==> src/rtl/operand_pkg.sv <==
// operand_pkg: shared states, dimension constants and address composition for operand_loader
package operand_pkg;
    localparam int MAX_DIM = 4;
    localparam int DIM_W = $clog2(MAX_DIM) + 1;
    typedef enum logic [1:0] {IDLE, LOAD, PAD, DONE} state_e;
    function automatic int unsigned addr_of(input int unsigned row, input int unsigned col, input int unsigned pitch);
        return row * pitch + col;
    endfunction
endpackage

==> src/rtl/operand_addr_gen.sv <==
// operand_addr_gen: row/col counters, last-element flag and zero-pad address scan (OPERAND_ZERO_PAD_EN)
module operand_addr_gen #(
    parameter int ADDR_WIDTH = 4,
    parameter int MAX_DIM = 4,
    parameter int DIM_W = $clog2(MAX_DIM) + 1
) (
    input  logic                  clk_i,
    input  logic                  rst_i,
    input  logic                  clear_i,
    input  logic                  step_i,
    input  logic [DIM_W-1:0]      n_rows_i,
    input  logic [DIM_W-1:0]      n_cols_i,
`ifdef OPERAND_ZERO_PAD_EN
    input  logic                  pad_start_i,
    input  logic                  pad_step_i,
    output logic [ADDR_WIDTH-1:0] pad_addr_o,
    output logic                  pad_any_o,
    output logic                  pad_last_o,
`endif
    output logic [ADDR_WIDTH-1:0] addr_o,
    output logic                  last_o
);
    import operand_pkg::*;
    logic [DIM_W-1:0] row_q, row_d, col_q, col_d;
    logic col_wrap;
    assign col_wrap = col_q == n_cols_i - DIM_W'(1);
    assign last_o = col_wrap && row_q == n_rows_i - DIM_W'(1);
    assign addr_o = ADDR_WIDTH'(addr_of(32'(row_q), 32'(col_q), MAX_DIM));
    always_comb begin
        col_d = clear_i ? '0 : step_i ? (col_wrap ? '0 : col_q + DIM_W'(1)) : col_q;
        row_d = clear_i ? '0 : (step_i && col_wrap) ? row_q + DIM_W'(1) : row_q;
    end
    always_ff @(posedge clk_i) begin
        if (rst_i) begin
            row_q <= '0;
            col_q <= '0;
        end else begin
            row_q <= row_d;
            col_q <= col_d;
        end
    end
`ifdef OPERAND_ZERO_PAD_EN
    localparam int CELLS = MAX_DIM * MAX_DIM;
    logic [ADDR_WIDTH-1:0] pad_q, pad_d, pad_first, pad_next;
    logic hit, pad_found, pad_more;
    // Downward scan leaves the lowest pad address overall and the lowest one above pad_q.
    always_comb begin
        hit = 1'b0;
        pad_first = '0;
        pad_next = '0;
        pad_found = 1'b0;
        pad_more = 1'b0;
        for (int a = CELLS - 1; a >= 0; a--) begin
            hit = (a / MAX_DIM >= int'(n_rows_i)) || (a % MAX_DIM >= int'(n_cols_i));
            if (hit) begin
                pad_first = ADDR_WIDTH'(a);
                pad_found = 1'b1;
            end
            if (hit && a > int'(pad_q)) begin
                pad_next = ADDR_WIDTH'(a);
                pad_more = 1'b1;
            end
        end
        pad_d = pad_start_i ? pad_first : pad_step_i ? pad_next : pad_q;
    end
    always_ff @(posedge clk_i) begin
        if (rst_i) pad_q <= '0;
        else pad_q <= pad_d;
    end
    assign pad_addr_o = pad_q;
    assign pad_any_o = pad_found;
    assign pad_last_o = !pad_more;
`endif
endmodule

==> src/rtl/operand_loader.sv <==
// operand_loader: loads a streamed matrix into the operand register file; OPERAND_ZERO_PAD_EN zero-fills unused entries
module operand_loader #(
    parameter int DATA_WIDTH = 32,
    parameter int ADDR_WIDTH = 4,
    parameter int MAX_DIM = 4,
    parameter int DIM_W = $clog2(MAX_DIM) + 1
) (
    input  logic                  clk_i,
    input  logic                  rst_i,
    input  logic                  start_i,
    input  logic [DIM_W-1:0]      n_rows_i,
    input  logic [DIM_W-1:0]      n_cols_i,
    output logic                  busy_o,
    output logic                  done_o,
    output logic                  err_o,
    input  logic [DATA_WIDTH-1:0] s_data_i,
    input  logic                  s_valid_i,
    output logic                  s_ready_o,
    output logic [DATA_WIDTH-1:0] write_data_Mat_o,
    output logic [ADDR_WIDTH-1:0] addr_Mat_o,
    output logic                  write_en_Mat_o
);
    import operand_pkg::*;
    state_e state_q, state_d;
    logic [DIM_W-1:0] rows_q, rows_d, cols_q, cols_d;
    logic err_q, err_d, done_q, done_d, busy_q, busy_d, we_q, we_d;
    logic [ADDR_WIDTH-1:0] addr_q, addr_d, gen_addr;
    logic [DATA_WIDTH-1:0] data_q, data_d;
    logic xfer, last, clear, legal;
`ifdef OPERAND_ZERO_PAD_EN
    logic pad_start, pad_step, pad_any, pad_last;
    logic [ADDR_WIDTH-1:0] pad_addr;
`endif
    assign s_ready_o = state_q == LOAD;
    assign xfer = s_valid_i && s_ready_o;
    assign legal = n_rows_i != '0 && n_cols_i != '0 &&
                   n_rows_i <= DIM_W'(MAX_DIM) && n_cols_i <= DIM_W'(MAX_DIM);
    operand_addr_gen #(
        .ADDR_WIDTH(ADDR_WIDTH),
        .MAX_DIM   (MAX_DIM),
        .DIM_W     (DIM_W)
    ) u_addr_gen (
        .clk_i      (clk_i),
        .rst_i      (rst_i),
        .clear_i    (clear),
        .step_i     (xfer),
        .n_rows_i   (rows_q),
        .n_cols_i   (cols_q),
`ifdef OPERAND_ZERO_PAD_EN
        .pad_start_i(pad_start),
        .pad_step_i (pad_step),
        .pad_addr_o (pad_addr),
        .pad_any_o  (pad_any),
        .pad_last_o (pad_last),
`endif
        .addr_o     (gen_addr),
        .last_o     (last)
    );
    always_comb begin
        state_d = state_q;
        rows_d = rows_q;
        cols_d = cols_q;
        err_d = err_q;
        we_d = 1'b0;
        addr_d = addr_q;
        data_d = data_q;
        clear = 1'b0;
`ifdef OPERAND_ZERO_PAD_EN
        pad_start = 1'b0;
        pad_step = 1'b0;
`endif
        case (state_q)
            IDLE: if (start_i) begin
                err_d = !legal;
                if (legal) begin
                    rows_d = n_rows_i;
                    cols_d = n_cols_i;
                    clear = 1'b1;
                    state_d = LOAD;
                end
            end
            LOAD: if (xfer) begin
                we_d = 1'b1;
                addr_d = gen_addr;
                data_d = s_data_i;
                if (last) begin
`ifdef OPERAND_ZERO_PAD_EN
                    pad_start = 1'b1;
                    state_d = pad_any ? PAD : DONE;
`else
                    state_d = DONE;
`endif
                end
            end
`ifdef OPERAND_ZERO_PAD_EN
            PAD: begin
                we_d = 1'b1;
                addr_d = pad_addr;
                data_d = '0;
                pad_step = 1'b1;
                if (pad_last) state_d = DONE;
            end
`endif
            DONE: state_d = IDLE;
            default: state_d = IDLE;
        endcase
        // done trails the DONE state by a cycle so it lands just after the final write; busy covers it.
        done_d = state_q == DONE;
        busy_d = state_d != IDLE || done_d;
    end
    always_ff @(posedge clk_i) begin
        if (rst_i) begin
            state_q <= IDLE;
            rows_q <= '0;
            cols_q <= '0;
            err_q <= 1'b0;
            done_q <= 1'b0;
            busy_q <= 1'b0;
            we_q <= 1'b0;
            addr_q <= '0;
            data_q <= '0;
        end else begin
            state_q <= state_d;
            rows_q <= rows_d;
            cols_q <= cols_d;
            err_q <= err_d;
            done_q <= done_d;
            busy_q <= busy_d;
            we_q <= we_d;
            addr_q <= addr_d;
            data_q <= data_d;
        end
    end
    assign busy_o = busy_q;
    assign done_o = done_q;
    assign err_o = err_q;
    assign write_en_Mat_o = we_q;
    assign addr_Mat_o = addr_q;
    assign write_data_Mat_o = data_q;
endmodule

==> config.mk <==
export PLATFORM = sky130hd
export DESIGN_NAME = operand_loader
export DESIGN_NICKNAME = d
export VERILOG_FILES = /design/src/rtl/operand_pkg.sv /design/src/rtl/operand_addr_gen.sv /design/src/rtl/operand_loader.sv
export SDC_FILE = /design/constraint.sdc
export NUM_CORES = 1
export LEC_CHECK = 0
export CAP_MARGIN = 20
export CORE_ASPECT_RATIO = 0.6
export CORE_MARGIN = 4
export CORE_UTILIZATION = 46
export DETAILED_ROUTE_END_ITERATION = 8
export PLACE_DENSITY_LB_ADDON = 0.25
export REMOVE_ABC_BUFFERS = 1
export SLEW_MARGIN = 10
export SYNTH_ARGS = -nofsm -noshare
export SYNTH_HDL_FRONTEND = slang
export SYNTH_SLANG_ARGS = --single-unit
==> constraint.sdc <==
create_clock -name clk_i -period 3.1 [get_ports clk_i]
set_clock_uncertainty 0.05 [all_clocks]
set_input_delay 0.62 -clock clk_i [delete_from_list [all_inputs] [get_ports clk_i]]
set_output_delay 0.62 -clock clk_i [all_outputs]
set_load 0.1 [all_outputs]
==> results.json, run 1 <==
{
  "status": "finished, final reports clean",
  "reg2reg_slack_ns": 1.39,
  "comb_area_share_pct": 31.88,
  "cpMaxStageDelayCell": "nor3_2",
  "p_int_uw": 965.1,
  "logic_family": "simple AND/OR/NAND/NOR gates",
  "ys_seq_share_pct": 51.28,
  "cts_tree": "done",
  "reg2reg_depth": 6,
  "tightest_slew_ns": 0.4969,
  "holdCritStartpoint": "addr_Mat_o[1]",
  "n_fill_cell": 342,
  "cts_hold_buf": 0,
  "maxCapViolations": 0,
  "period_used_pct": 66.19,
  "portBuffers": 82,
  "antenna_found_initial": 0,
  "ys_sh_adder_pct": 2.967,
  "nNetsFinal": 369,
  "post-place-ws_ns": 0.7497,
  "critPathArrivalTime_ns": 2.24,
  "cts-root-buf": "clkbuf_8",
  "hold_path.class": "reg -> reg",
  "n_clock_buffer": 6,
  "ys_area_um2": 2108,
  "taps": 60,
  "num-nonclk-buffers": 87,
  "max_freq_ghz": 0.4873,
  "switching_power_uw": 416.1,
  "xor_share_pct": 5.223,
  "vias": 1859,
  "wire_per_inst_um": 13.53,
  "power_density_nw_per_um2": 467.9,
  "crit_chain": "clkdlybuf4s50_1 > o21ai_0 > nand3_1 > nor3_2 > a22o_1",
  "yosysCellCount": 241,
  "rows": 18,
  "tool_warnings": 25,
  "diodes": 0,
  "nMultiInputCombCells": 169,
  "avgSynthCellArea_um2": 8.748,
  "cts_buffers": 5,
  "grt_first_pass_wirelength_um": 8100,
  "setup_violations": 0,
  "worstSetupEndpointType": "flip-flop",
  "rsz0062_at_grt": "no",
  "clk_share_pct": 2.713,
  "crit_type": "in -> reg"
}
[run 1: power groups by stage]
| stage | clock (uW) | sequential (uW) | combinational, uW |
|---|---|---|---|
| 4_1_cts | 375 | 728 | 289 |
| 6_report | 366 | 728 | 288 |
| 5_1_grt | 404 | 730 | 305 |
| 3_5_place_dp | 0 | 744 | 288 |
| 2_1_floorplan | 0 | 855 | 67.0 |
| 3_3_place_gp | 0 | 743 | 285 |
[run 1: cell usage after synthesis, drive strengths merged]
cell type	n	area, um2
mux2i	1	10.01
a31oi	1	6.260
and3b	1	8.760
a22o	5	43.79
nor3	1	10.01
nand3	3	20.02
clkbuf	6	22.52
o21ai	4	20.01
o21a	1	7.510
nand2	77	305.3
a21o	2	15.01
or2	1	6.260
xnor3	1	23.77
ha	5	62.56
nor2	8	30.03
nand4	1	12.51
a21oi	38	190.2
inv	5	18.77
xor2	5	51.30
nor2b	1	6.260
a211oi	1	7.510
or3	2	12.51
a2111oi	1	15.01
nor3b	1	12.51
nand3b	1	7.510
xnor2	4	35.03
buf	7	45.04
o2111ai	1	8.760
dfxtp	54	1081
and3	2	12.51
[run 1: layout by cell type (no fill, tap or decap), types with 2 or more instances in the layout]
| cell type | instances |
|---|---|
| nor2_1 | 8 |
| inv_1 | 5 |
| xnor2_1 | 4 |
| a22o_1 | 5 |
| ha_1 | 5 |
| or3_1 | 2 |
| clkdlybuf4s50_1 | 41 |
| nand2_1 | 76 |
| buf_4 | 46 |
| clkbuf_8 | 5 |
| xor2_1 | 4 |
| a21o_1 | 2 |
| dfxtp_1 | 54 |
| o21ai_0 | 3 |
| and3_1 | 2 |
| nand3_1 | 2 |
| a21oi_1 | 38 |
[run 1: critical path: cells and delay by family]
kind            cells  cell delay [ns]
simple gates        2             0.69
compound gates      2             0.49
buf+inv             1             0.44
[run 1: metrics by stage]
stage / util, % / instances / instance area [um2]
after global placement: 67.46 / 375 / 2872
after CTS: 69.34 / 382 / 2952
after detailed placement: 67.46 / 375 / 2872
final: 69.34 / 382 / 2952
after global routing: 69.34 / 382 / 2952
after floorplan: - / 228 / 2041
[run 1: state kept, by name, summed over array words and instances (netlist names)]
name / cells
addr_Mat_o: 4
busy_o: 1
cols_q: 3
done_o: 1
err_o: 1
rows_q: 3
state_q: 2
u_addr_gen.col_q: 3
u_addr_gen.row_q: 3
write_data_Mat_o: 32
write_en_Mat_o: 1
[run 1: logic make-up after synthesis]
logic type                 after synthesis
and+or+nand+nor                         99
AOI/OAI and AO/OA                       54
DFF                                     54
buffers and inverters                   18
xor gates and xnor gates                10
adders and majority gates                5
muxes                                    1
[run 1: worst max-delay path by stage]
stage                      from          to  slack (ns)
finish              n_cols_i[0]   cols_q[2]        1.05
global route            start_i   cols_q[2]        0.91
CTS                 n_cols_i[0]   cols_q[2]        1.06
detailed placement  n_cols_i[0]   cols_q[2]        0.75
global placement    n_cols_i[0]   cols_q[1]        0.82
floorplan            state_q[0]  state_q[1]        0.46
[run 1: metal layers]
metal | up-vias | GRT usage [%] | wire, um
met5 | - | 0 | 0
met4 | 0 | 4.251 | 42
met3 | 6 | 6.939 | 576
met2 | 64 | 27.76 | 2185
met1 | 831 | 24.92 | 2365
li1 | 958 | - | -
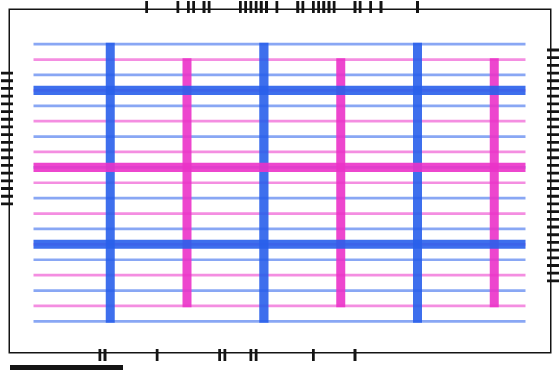
Fig. 1. Power grid (run 1).
Bar = 20 um. Pins as bars on the die edge.
legend:
  VDD:
    color: magenta
  VSS:
    color: blue
met4 straps: 6
met1 rails: 19
worst vdd ir: 296.2 uV
DIE WIDTH: 95.40 um
Die Span Y: 60.44 um

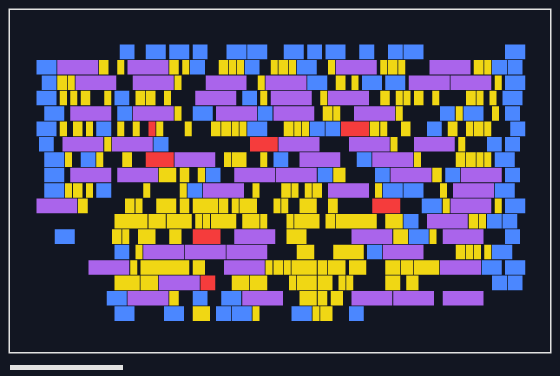
Fig. 2. Cells colored by class (run 1).
Bar = 20 um.
legend:
  clock drivers and dummy loads:
    color: red
    cells: 7
    share_of_their_area: 2.8%
  flip-flops:
    color: purple
    cells: 54
    share_of_their_area: 38%
  all other logic:
    color: yellow
    cells: 174
    share_of_their_area: 33%
  other buffers and delay cells:
    color: blue
    cells: 87
    share_of_their_area: 26%

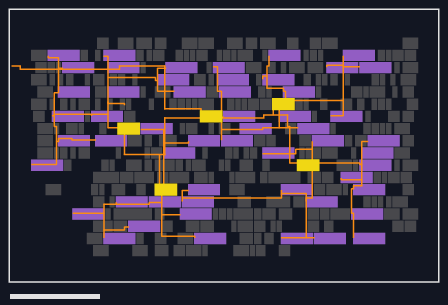
Fig. 3. Routed clock nets over the placement (run 1).
Bar = 20 um.
legend:
  clock wires:
    color: orange
    length: 535 um
  cells driving clock nets:
    color: yellow
    count: 5
  flip-flops:
    color: purple
    count: 54
routed clock nets: 6
Late-Pin Clk Latency: 0.30 ns
Clock group: 366 uW
Clock Power Share: 26.5%

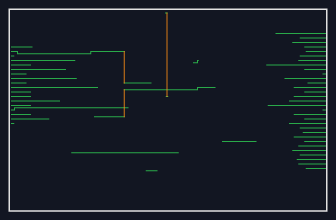
Fig. 4. Routed metal, one color a layer (run 1).
Two of the layers only.
legend:
  met4:
    color: orange
    wire_length: 42.8 um
  met3:
    color: green
    wire_length: 576 um

## Run 2: what changed since run 1
- CORE_UTILIZATION: 46 -> 39
- clock period: 3.1 -> 1.8 ns (I/O delays scaled with it)
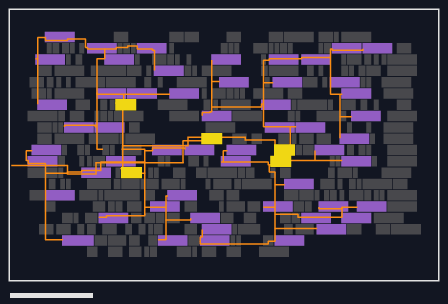
Fig. 5. Routed clock nets over the placement (run 2).
Bar = 20 um.
legend:
  flip-flops:
    color: purple
    count: 54
  clock wires:
    color: orange
    length: 595 um
  cells driving clock nets:
    color: yellow
    count: 5
routed clock nets: 6
flops lie: widely spread
Clock group: 679 uW
Clock Power Share: 26.9%
Late-Pin Clk Latency: 0.29 ns

==> results.json, run 2 <==
{
  "status": "finished, final reports clean",
  "top_cells_by_area": "dfxtp_1 51%, nand2_1 14%, a21oi_1 9.0%, ha_1 3.0%, a22o_1 2.1%",
  "setup_violations": 0,
  "rsz0062_at_grt": "no",
  "worstSetupEndpointType": "primary output",
  "cts-root-buf": "clkbuf_8",
  "cts_buffers": 5,
  "critPathArrivalTime_ns": 1.29,
  "holdCritStartpoint": "rows_q[1]",
  "crit_type": "reg -> out",
  "switching_power_uw": 741.0,
  "yosysCellCount": 241,
  "synthFlopType": "dfxtp_1",
  "synth_top_area_share_pct": 51.28,
  "common_cells": "76 x nand2_1, 54 x dfxtp_1, 38 x a21oi_1, 8 x nor2_1, 6 x clkbuf_1",
  "grt_first_pass_wirelength_um": 8983,
  "synth_dominant_cell_count": "nand2_1",
  "cts_tree": "done",
  "power_density_nw_per_um2": 713.4,
  "diodes": 0,
  "maxCapViolations": 0,
  "cpMaxStageDelayCell": "dfxtp_1",
  "ys_area_um2": 2108,
  "avgSynthCellArea_um2": 8.748,
  "reg2reg_slack_ns": 0.11,
  "tightest_slew_ns": 0.3883,
  "hold_path.class": "reg -> reg",
  "top_area_cell": "dfxtp_1",
  "edf_count": 0,
  "crit_chain": "nor2b_1 > buf_12",
  "tool_warnings": 25,
  "portBuffers": 82,
  "layout_top_cell": "nand2_1",
  "max_freq_ghz": 0.5871,
  "dpl.cell_count": 389,
  "wire_per_inst_um": 13.86
}
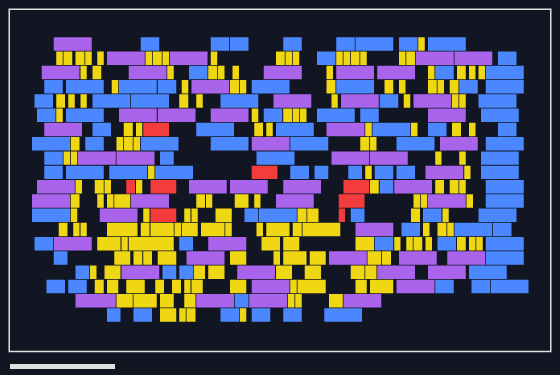
Fig. 6. Cells colored by class (run 2).
Bar = 20 um.
legend:
  clock drivers and dummy loads:
    color: red
    cells: 8
    share_of_their_area: 2.6%
  other buffers and delay cells:
    color: blue
    cells: 95
    share_of_their_area: 38%
  all other logic:
    color: yellow
    cells: 174
    share_of_their_area: 28%
  flip-flops:
    color: purple
    cells: 54
    share_of_their_area: 31%
core footprint: 5155 um2
row count: 20
fin util: 68.79%
Seq area share: 30.52%
cell area after layout: 3546 um2

run 2: cell counts after synthesis:
Identical to the previous run, type by type.
run 2: power groups by stage:
| stage | Sequential [uW] | Combinational, uW | Clock [uW] |
|---|---|---|---|
| floorplan | 1470 | 115 | 0 |
| global placement | 1290 | 578 | 0 |
| detailed placement | 1300 | 584 | 0 |
| CTS | 1270 | 587 | 709 |
| global route | 1270 | 614 | 766 |
| finish | 1270 | 582 | 679 |
run 2: how the worst max path moves through the flow:
stage                                     end         from  cells past startpoint  slack (ns)
after floorplan                    state_q[1]   state_q[0]                      3       -0.84
after global placement              cols_q[2]  n_cols_i[0]                      6       -0.14
after detailed placement            cols_q[1]  n_cols_i[0]                      6       -0.17
after CTS                 u_addr_gen.row_q[2]    cols_q[0]                      6        0.06
after global routing                s_ready_o   state_q[0]                      2        0.01
final                               s_ready_o   state_q[0]                      2         0.1
run 2: worst max-delay path, delay by kind of cell, from the launching register on:
kind | cells | cell delay [ns]
buffers and inverters | 1 | 0.22
DFF | 1 | 0.42
and+or+nand+nor | 1 | 0.35
run 2: stage by stage:
step | utilization [%] | TNS (ns)
final | 68.79 | 0
after global routing | 68.79 | 0
after CTS | 68.76 | 0
after detailed placement | 66.99 | -2.065
after global placement | 66.99 | -1.168
after floorplan | - | -2.315
run 2: layer usage:
metal | vias up | GRT usage [%] | wire [um]
met5 | - | 0 | 0
met4 | 0 | 1.939 | 15
met3 | 3 | 6.559 | 524
met2 | 65 | 23.96 | 2261
met1 | 850 | 25.81 | 2702
li1 | 970 | - | -
run 2: timing repair:
item,4_1_cts,5_1_grt
resized,0,1
endpoints found under the hold margin,0,0
setup endpoints to repair,0,2
run 2: cell type report:
class	instances	area, um2	area share (%)
Timing Repair Buffer	95	1329	37.47
Sequential cell	54	1082	30.52
Multi-Input combinational cell	169	942.2	26.57
Clock buffer	7	86.33	2.435
Tap cell	66	82.58	2.329
Inverter	5	18.77	0.5293
Clock inverter	1	5.005	0.1411
run 2: cells by family after synthesis:
logic type | share of synthesized area [%]
XOR/XNOR | 5.222
adder cells (fa/ha/maj) | 2.967
multiplexers | 0.4748
AND/OR/NAND/NOR | 21.07
flip-flops | 51.28
buffers and inverters | 4.095
AND-OR/OR-AND | 14.90
Power and IR drop assume default switching activity.
